--- src/rtl/uart_pkg.sv ---
// Shared types and defaults for the UART receive path.
package uart_pkg;

    localparam int OVERSAMPLE_DEF = 16;
    localparam int BYTE_WIDTH_DEF = 8;

    typedef enum logic [2:0] {
        IDLE  = 3'd0,
        START = 3'd1,
        DATA  = 3'd2,
        STOP  = 3'd3,
        BREAK = 3'd4
    } rx_state_t;

endpackage

--- src/rtl/sync_2ff.sv ---
// Two-flop synchronizer for a single asynchronous input bit.
module sync_2ff #(
    parameter logic RST_VAL = 1'b1
) (
    input  logic clk,
    input  logic arst_n,
    input  logic d,
    output logic q
);

    logic meta;

    // Two back-to-back flops; both come out of reset at the line's idle level.
    always_ff @(posedge clk or negedge arst_n) begin
        if (!arst_n) begin
            meta <= RST_VAL;
            q    <= RST_VAL;
        end else begin
            meta <= d;
            q    <= meta;
        end
    end

endmodule

--- src/rtl/uart_receiver.sv ---
// UART receive path: x OVERSAMPLE, 1 start, BYTE_WIDTH data bits LSB first, 1 stop, no parity.
// OVERSAMPLE must be even and >= 4 so the mid-start sample point is meaningful.
module uart_receiver
    import uart_pkg::*;
#(
    parameter int BYTE_WIDTH = BYTE_WIDTH_DEF,
    parameter int OVERSAMPLE = OVERSAMPLE_DEF
) (
    input  logic                  clk,
    input  logic                  arst_n,
    input  logic                  rx,
    input  logic                  tick,
    output logic [BYTE_WIDTH-1:0] data_out,
    output logic                  rx_done,
    output logic                  frame_err,
    output logic                  busy
);

    localparam int TW  = $clog2(OVERSAMPLE) + 1;
    localparam int BCW = $clog2(BYTE_WIDTH) + 1;

    // Sample points: middle of the start bit, then one full bit period per later sample.
    localparam logic [TW-1:0]  MID_START = TW'(OVERSAMPLE / 2 - 1);
    localparam logic [TW-1:0]  MID_BIT   = TW'(OVERSAMPLE - 1);
    localparam logic [BCW-1:0] LAST_BIT  = BCW'(BYTE_WIDTH - 1);

    logic rx_s;

    rx_state_t             state,     state_n;
    logic [TW-1:0]         tick_cnt,  tick_cnt_n;
    logic [BCW-1:0]        bit_cnt,   bit_cnt_n;
    logic [BYTE_WIDTH-1:0] shreg,     shreg_n;
    logic [BYTE_WIDTH-1:0] data_out_n;
    logic                  rx_done_n, frame_err_n;

    sync_2ff #(.RST_VAL(1'b1)) u_rx_sync (
        .clk    (clk),
        .arst_n (arst_n),
        .d      (rx),
        .q      (rx_s)
    );

    // All state and datapath registers; reset drops any partial frame.
    always_ff @(posedge clk or negedge arst_n) begin
        if (!arst_n) begin
            state     <= IDLE;
            tick_cnt  <= '0;
            bit_cnt   <= '0;
            shreg     <= '0;
            data_out  <= '0;
            rx_done   <= 1'b0;
            frame_err <= 1'b0;
        end else begin
            state     <= state_n;
            tick_cnt  <= tick_cnt_n;
            bit_cnt   <= bit_cnt_n;
            shreg     <= shreg_n;
            data_out  <= data_out_n;
            rx_done   <= rx_done_n;
            frame_err <= frame_err_n;
        end
    end

    // Next-state and datapath update; counters only move on tick, so a dead tick stalls the FSM.
    always_comb begin
        state_n     = state;
        tick_cnt_n  = tick_cnt;
        bit_cnt_n   = bit_cnt;
        shreg_n     = shreg;
        data_out_n  = data_out;
        rx_done_n   = 1'b0;
        frame_err_n = 1'b0;
        case (state)
            IDLE: begin
                // Falling edge seen; timing starts now, independent of tick phase.
                if (!rx_s) begin
                    state_n    = START;
                    tick_cnt_n = '0;
                end
            end
            START: begin
                if (tick) begin
                    if (tick_cnt == MID_START) begin
                        // Still low at mid start bit: real frame. High: a glitch, drop it silently.
                        if (!rx_s) begin
                            state_n    = DATA;
                            tick_cnt_n = '0;
                            bit_cnt_n  = '0;
                        end else begin
                            state_n = IDLE;
                        end
                    end else begin
                        tick_cnt_n = tick_cnt + 1'b1;
                    end
                end
            end
            DATA: begin
                if (tick) begin
                    if (tick_cnt == MID_BIT) begin
                        shreg_n    = {rx_s, shreg[BYTE_WIDTH-1:1]};
                        tick_cnt_n = '0;
                        if (bit_cnt == LAST_BIT) state_n = STOP;
                        else                     bit_cnt_n = bit_cnt + 1'b1;
                    end else begin
                        tick_cnt_n = tick_cnt + 1'b1;
                    end
                end
            end
            STOP: begin
                if (tick) begin
                    if (tick_cnt == MID_BIT) begin
                        tick_cnt_n = '0;
                        // Stop sampled mid-bit, so IDLE is back in time for an immediate next start.
                        if (rx_s) begin
                            data_out_n = shreg;
                            rx_done_n  = 1'b1;
                            state_n    = IDLE;
                        end else begin
                            frame_err_n = 1'b1;
                            state_n     = BREAK;
                        end
                    end else begin
                        tick_cnt_n = tick_cnt + 1'b1;
                    end
                end
            end
            BREAK: begin
                // A held-low line is not a start bit; wait for it to return high first.
                if (rx_s) state_n = IDLE;
            end
            default: state_n = IDLE;
        endcase
    end

    // Status output decoded from the state register.
    always_comb begin
        busy = (state != IDLE);
    end

endmodule

--- config.mk ---
export PLATFORM = sky130hd
export DESIGN_NAME = uart_receiver
export DESIGN_NICKNAME = d
export VERILOG_FILES = /design/src/rtl/uart_pkg.sv /design/src/rtl/sync_2ff.sv /design/src/rtl/uart_receiver.sv
export SDC_FILE = /design/constraint.sdc
export NUM_CORES = 1
export LEC_CHECK = 0
export CELL_PAD_IN_SITES_DETAIL_PLACEMENT = 1
export CELL_PAD_IN_SITES_GLOBAL_PLACEMENT = 2
export CORE_MARGIN = 8
export CORE_UTILIZATION = 34
export CTS_CLUSTER_SIZE = 8
export DETAILED_ROUTE_END_ITERATION = 8
export MAX_ROUTING_LAYER = met4
export PLACE_DENSITY_LB_ADDON = 0.1
export SYNTH_ARGS = -nofsm -noshare
export SYNTH_HDL_FRONTEND = slang
export SYNTH_HIERARCHICAL = 1
export SYNTH_SLANG_ARGS = --single-unit
--- constraint.sdc ---
create_clock -name clk -period 1.85 [get_ports clk]
set_input_delay 0.555 -clock clk [delete_from_list [all_inputs] [get_ports clk]]
set_output_delay 0.555 -clock clk [all_outputs]
set_load 0.01 [all_outputs]
run_1/port_trees.png
(4 px per µm)
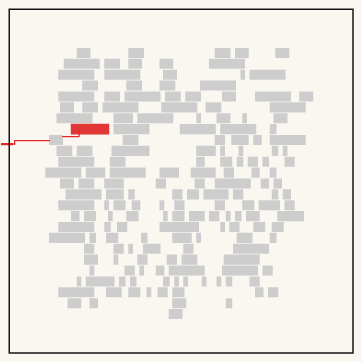
legend:
  rx:
    colour: red
    bits: 1
    direction: input
    end_cells: 1
    buffers: 1
    wire: 16.1 µm
I/O pin count: 15
PortBufs: 14

run_1/clock_nets.png
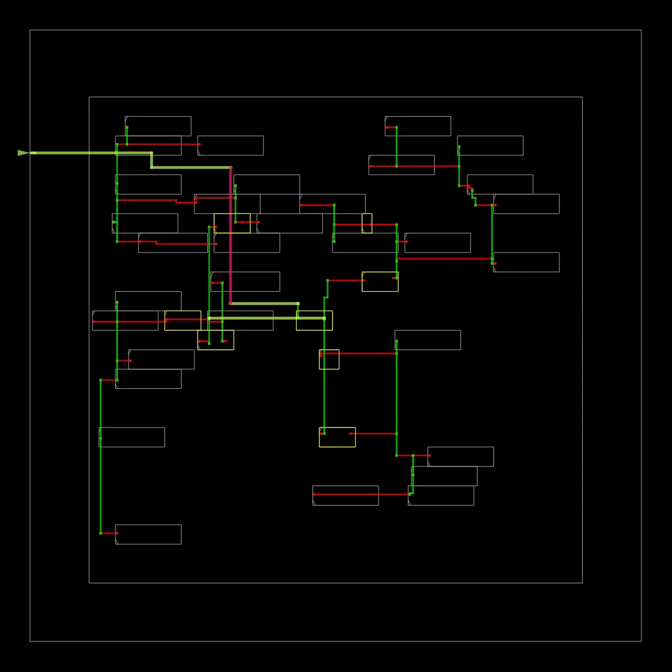
clock buf count: 7
Sinks on Clock Net: 32
FFs & Latches: 32
Worst Skew: 6.220 ps

==> flow_metrics.py, run 1 <==
# Physical implementation metrics
metrics = {
    "route": {
        "wl_per_cell_um": 16.15,
        "route.met2.wl_um": 1829,
        "drt.antenna.violating_nets": 0,
        "drc_errors": 0,
        "drt_pass1_iterations": 4,
        "viasPerCell": 5.269,
        "wl_um": 3666,
        "met3_wirelength_um": 75,
        "vias": 1196,
    },
    "grt": {
        "global_route.usage.met3": 0.03056,
        "grt_use_met1": 0.1416,
        "grt_pass1_wl_um": 6341,
    },
    "min_path": {
        "min_from": "u_rx_sync/meta$_DFF_PN1_",
    },
    "yosys": {
        "fp_nets": 148,
        "synth_cell_types": 48,
        "simple_gate_share": 0.1705,
        "edf_count": 0,
        "synth_area_um2": 1644,
        "logic_family": "simple AND/OR/NAND/NOR gates",
        "top_area_cell": "dfrtp_1",
        "yosys-mux-area-fraction": 0.1347,
        "top_cells_by_area": "dfrtp_1 46%, mux2_2 12%, dfstp_2 3.2%, ha_1 2.3%, mux2i_1 1.8%",
    },
    "critical_path": {
        "worst_r2r_path_depth": 5,
        "r2r-end": "state[1]$_DFFE_PN0P_",
        "cp.arrival_ps": 1980,
        "critical_path.slowest_cell": "clkdlybuf4s50_1",
        "endpoint": "bit_cnt[1]$_DFFE_PN0P_",
    },
    "power_and_ir_drop": {
        "power_leader": "registers",
        "p_seq_uw": 840,
        "swShare": 0.3293,
        "leakage_uw": 0.0009186,
        "powerClk_uw": 541,
        "seqPwrFrac": 0.399,
        "comb_cell_power_uw": 727,
    },
    "final_layout": {
        "mi_logic_area_um2": 782.0,
        "sh_comb_area": 0.3790,
        "nFillCells": 520,
        "largest_registers": "data_out: 8 flops, shreg: 8 flops, tick_cnt: 5 flops",
        "comb_cells": 93,
        "sh_seq_area": 0.3893,
        "final_cell_mix": "30 x dfrtp_1, 18 x buf_4, 17 x mux2_2",
        "area_dominant_class": "flip-flops and latches",
    },
    "job": {
        "max_cap_viol_count": 0,
        "tool_warnings": 26,
    },
    "sta": {
        "finalCritPeriodShare": 0.9815,
        "tns_ps": 0,
        "period_needed_ps": 1816,
        "whs_ps": 360.5,
    },
    "status": {
        "status": "complete, no violations",
    },
    "clock_network": {
        "cts_hold_buf": 0,
        "cts_buffers": 5,
        "cts_buffer_depth": 2,
    },
    "placement": {
        "dp.cells": 219,
        "gp_congestion": 0.7501,
        "dpl_cell_area_um2": 1948,
    },
}
run_1/gates.png
(6 px per µm)
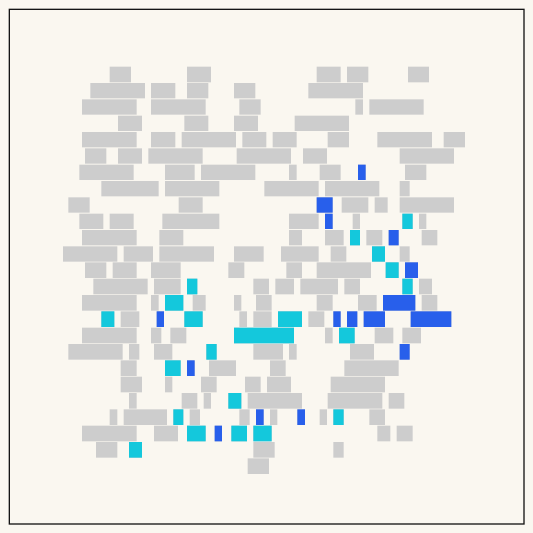
legend:
  aoi and oai cells:
    colour: cyan
    cells: 21
    most_used: a21oi_1
  nor cells:
    colour: blue
    cells: 16
    most_used: nor2_1

## Run 2: what changed since run 1
--- a/config.mk
+++ b/config.mk
@@ -5,14 +5,15 @@
 export SDC_FILE = /design/constraint.sdc
 export NUM_CORES = 1
 export LEC_CHECK = 0
-export CELL_PAD_IN_SITES_DETAIL_PLACEMENT = 1
-export CELL_PAD_IN_SITES_GLOBAL_PLACEMENT = 2
+export CELL_PAD_IN_SITES_DETAIL_PLACEMENT = 0
+export CELL_PAD_IN_SITES_GLOBAL_PLACEMENT = 1
 export CORE_MARGIN = 8
-export CORE_UTILIZATION = 34
+export CORE_UTILIZATION = 41
 export CTS_CLUSTER_SIZE = 8
 export DETAILED_ROUTE_END_ITERATION = 8
 export MAX_ROUTING_LAYER = met4
 export PLACE_DENSITY_LB_ADDON = 0.1
+export SLEW_MARGIN = 20
 export SYNTH_ARGS = -nofsm -noshare
 export SYNTH_HDL_FRONTEND = slang
 export SYNTH_HIERARCHICAL = 1
run_2/util_map.png
(3 px per µm) 8 x 8 tiles, from dark purple (low) to yellow (high), 0 to 100% covered.
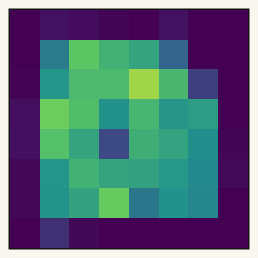
fullest tile: 85%
nearly empty tiles: 33%
densest ninth of the die: centre
tiles over 75% full: 4.7%
emptiest ninth of the die: upper right

==> run 2 against run 1 <==
Hold slack lost 3.0 ps; critical path depth is the same; final cell count shrank 2.2%; highest routed layer unchanged; largest power group unchanged; clock power grew 3%; die area shrank 14%; final area shrank 0.73%; power shrank 1.4%; non-clock buffer count shrank 1; sequential power grew 0.8%; combinational power shrank 7.2%; count of clock-buffer cells in the layout is the same; synthesized cell count is the same.
==> flow_metrics.py, run 2 <==
# Physical implementation metrics
metrics = {
    "final_layout": {
        "clock_area_frac": 0.04582,
        "sh_seq_area": 0.3922,
        "mi_logic_area_um2": 777.0,
        "clkbuf_count": 7,
        "sh_comb_area": 0.3794,
        "ff_count": 32,
        "comb_cells": 93,
        "nNonClkBuffers": 32,
        "layout.cells.most_common": "dfrtp_1",
        "largest_registers": "data_out: 8 flops, shreg: 8 flops, tick_cnt: 5 flops",
        "final_cell_mix": "30 x dfrtp_1, 17 x mux2_2, 17 x buf_4",
        "area_dominant_class": "flip-flops and latches",
        "nFillCells": 336,
    },
    "placement": {
        "dpl_cell_area_um2": 1928,
        "io_buffers": 14,
        "dp.cells": 213,
        "gp_congestion": 0.8079,
        "place_ws_ps": -360.4,
    },
    "sta": {
        "period_needed_ps": 1761,
        "tns_ps": 0,
        "whs_ps": 357.5,
        "worst_pin_slew_ps": 420.5,
        "finalCritPeriodShare": 0.9519,
        "clock_skew_ps": 2.611,
    },
    "power_and_ir_drop": {
        "power_leader": "registers",
        "swShare": 0.3331,
        "seqPwrFrac": 0.407,
        "p_seq_uw": 847,
        "powerClk_uw": 558,
        "leakage_uw": 0.0009224,
        "comb_cell_power_uw": 675,
    },
    "route": {
        "drt_pass1_iterations": 4,
        "vias": 1181,
        "wl_per_cell_um": 15.32,
        "met3_wirelength_um": 107,
        "topRoutingLayerUsed": "met4",
        "wl_um": 3400,
        "viasPerCell": 5.320,
        "route.met2.wl_um": 1644,
        "drt.antenna.violating_nets": 0,
    },
    "yosys": {
        "edf_count": 0,
        "logic_family": "simple AND/OR/NAND/NOR gates",
        "fp_nets": 148,
        "synth_area_um2": 1644,
        "top_area_cell": "dfrtp_1",
        "synth_cell_types": 48,
        "yosys-mux-area-fraction": 0.1347,
        "simple_gate_share": 0.1705,
        "top_cells_by_area": "dfrtp_1 46%, mux2_2 12%, dfstp_2 3.2%, ha_1 2.3%, mux2i_1 1.8%",
    },
    "critical_path": {
        "cp.arrival_ps": 1960,
        "critical_path.slowest_cell": "or4bb_2",
        "r2r-end": "tick_cnt[1]$_DFFE_PN0P_",
        "crit_path_max_incr_delay_ps": 650,
        "worst_r2r_path_depth": 5,
        "endpoint": "tick_cnt[1]$_DFFE_PN0P_",
    },
    "clock_network": {
        "cts_tree": "yes",
        "cts_hold_buf": 0,
        "cts_sinks": 32,
        "cts_buffer_depth": 2,
        "htree_num_levels": 2,
        "cts_buffers": 5,
    },
    "min_path": {
        "min_from": "u_rx_sync/meta$_DFF_PN1_",
    },
    "job": {
        "max_cap_viol_count": 0,
        "tool_warnings": 26,
    },
    "status": {
        "status": "complete, no violations",
    },
    "grt": {
        "grt_use_met1": 0.1509,
        "grt_pass1_wl_um": 5851,
        "global_route.usage.met3": 0.03725,
    },
}
Power figures rest on the tool's default switching activity, not on a simulated workload.
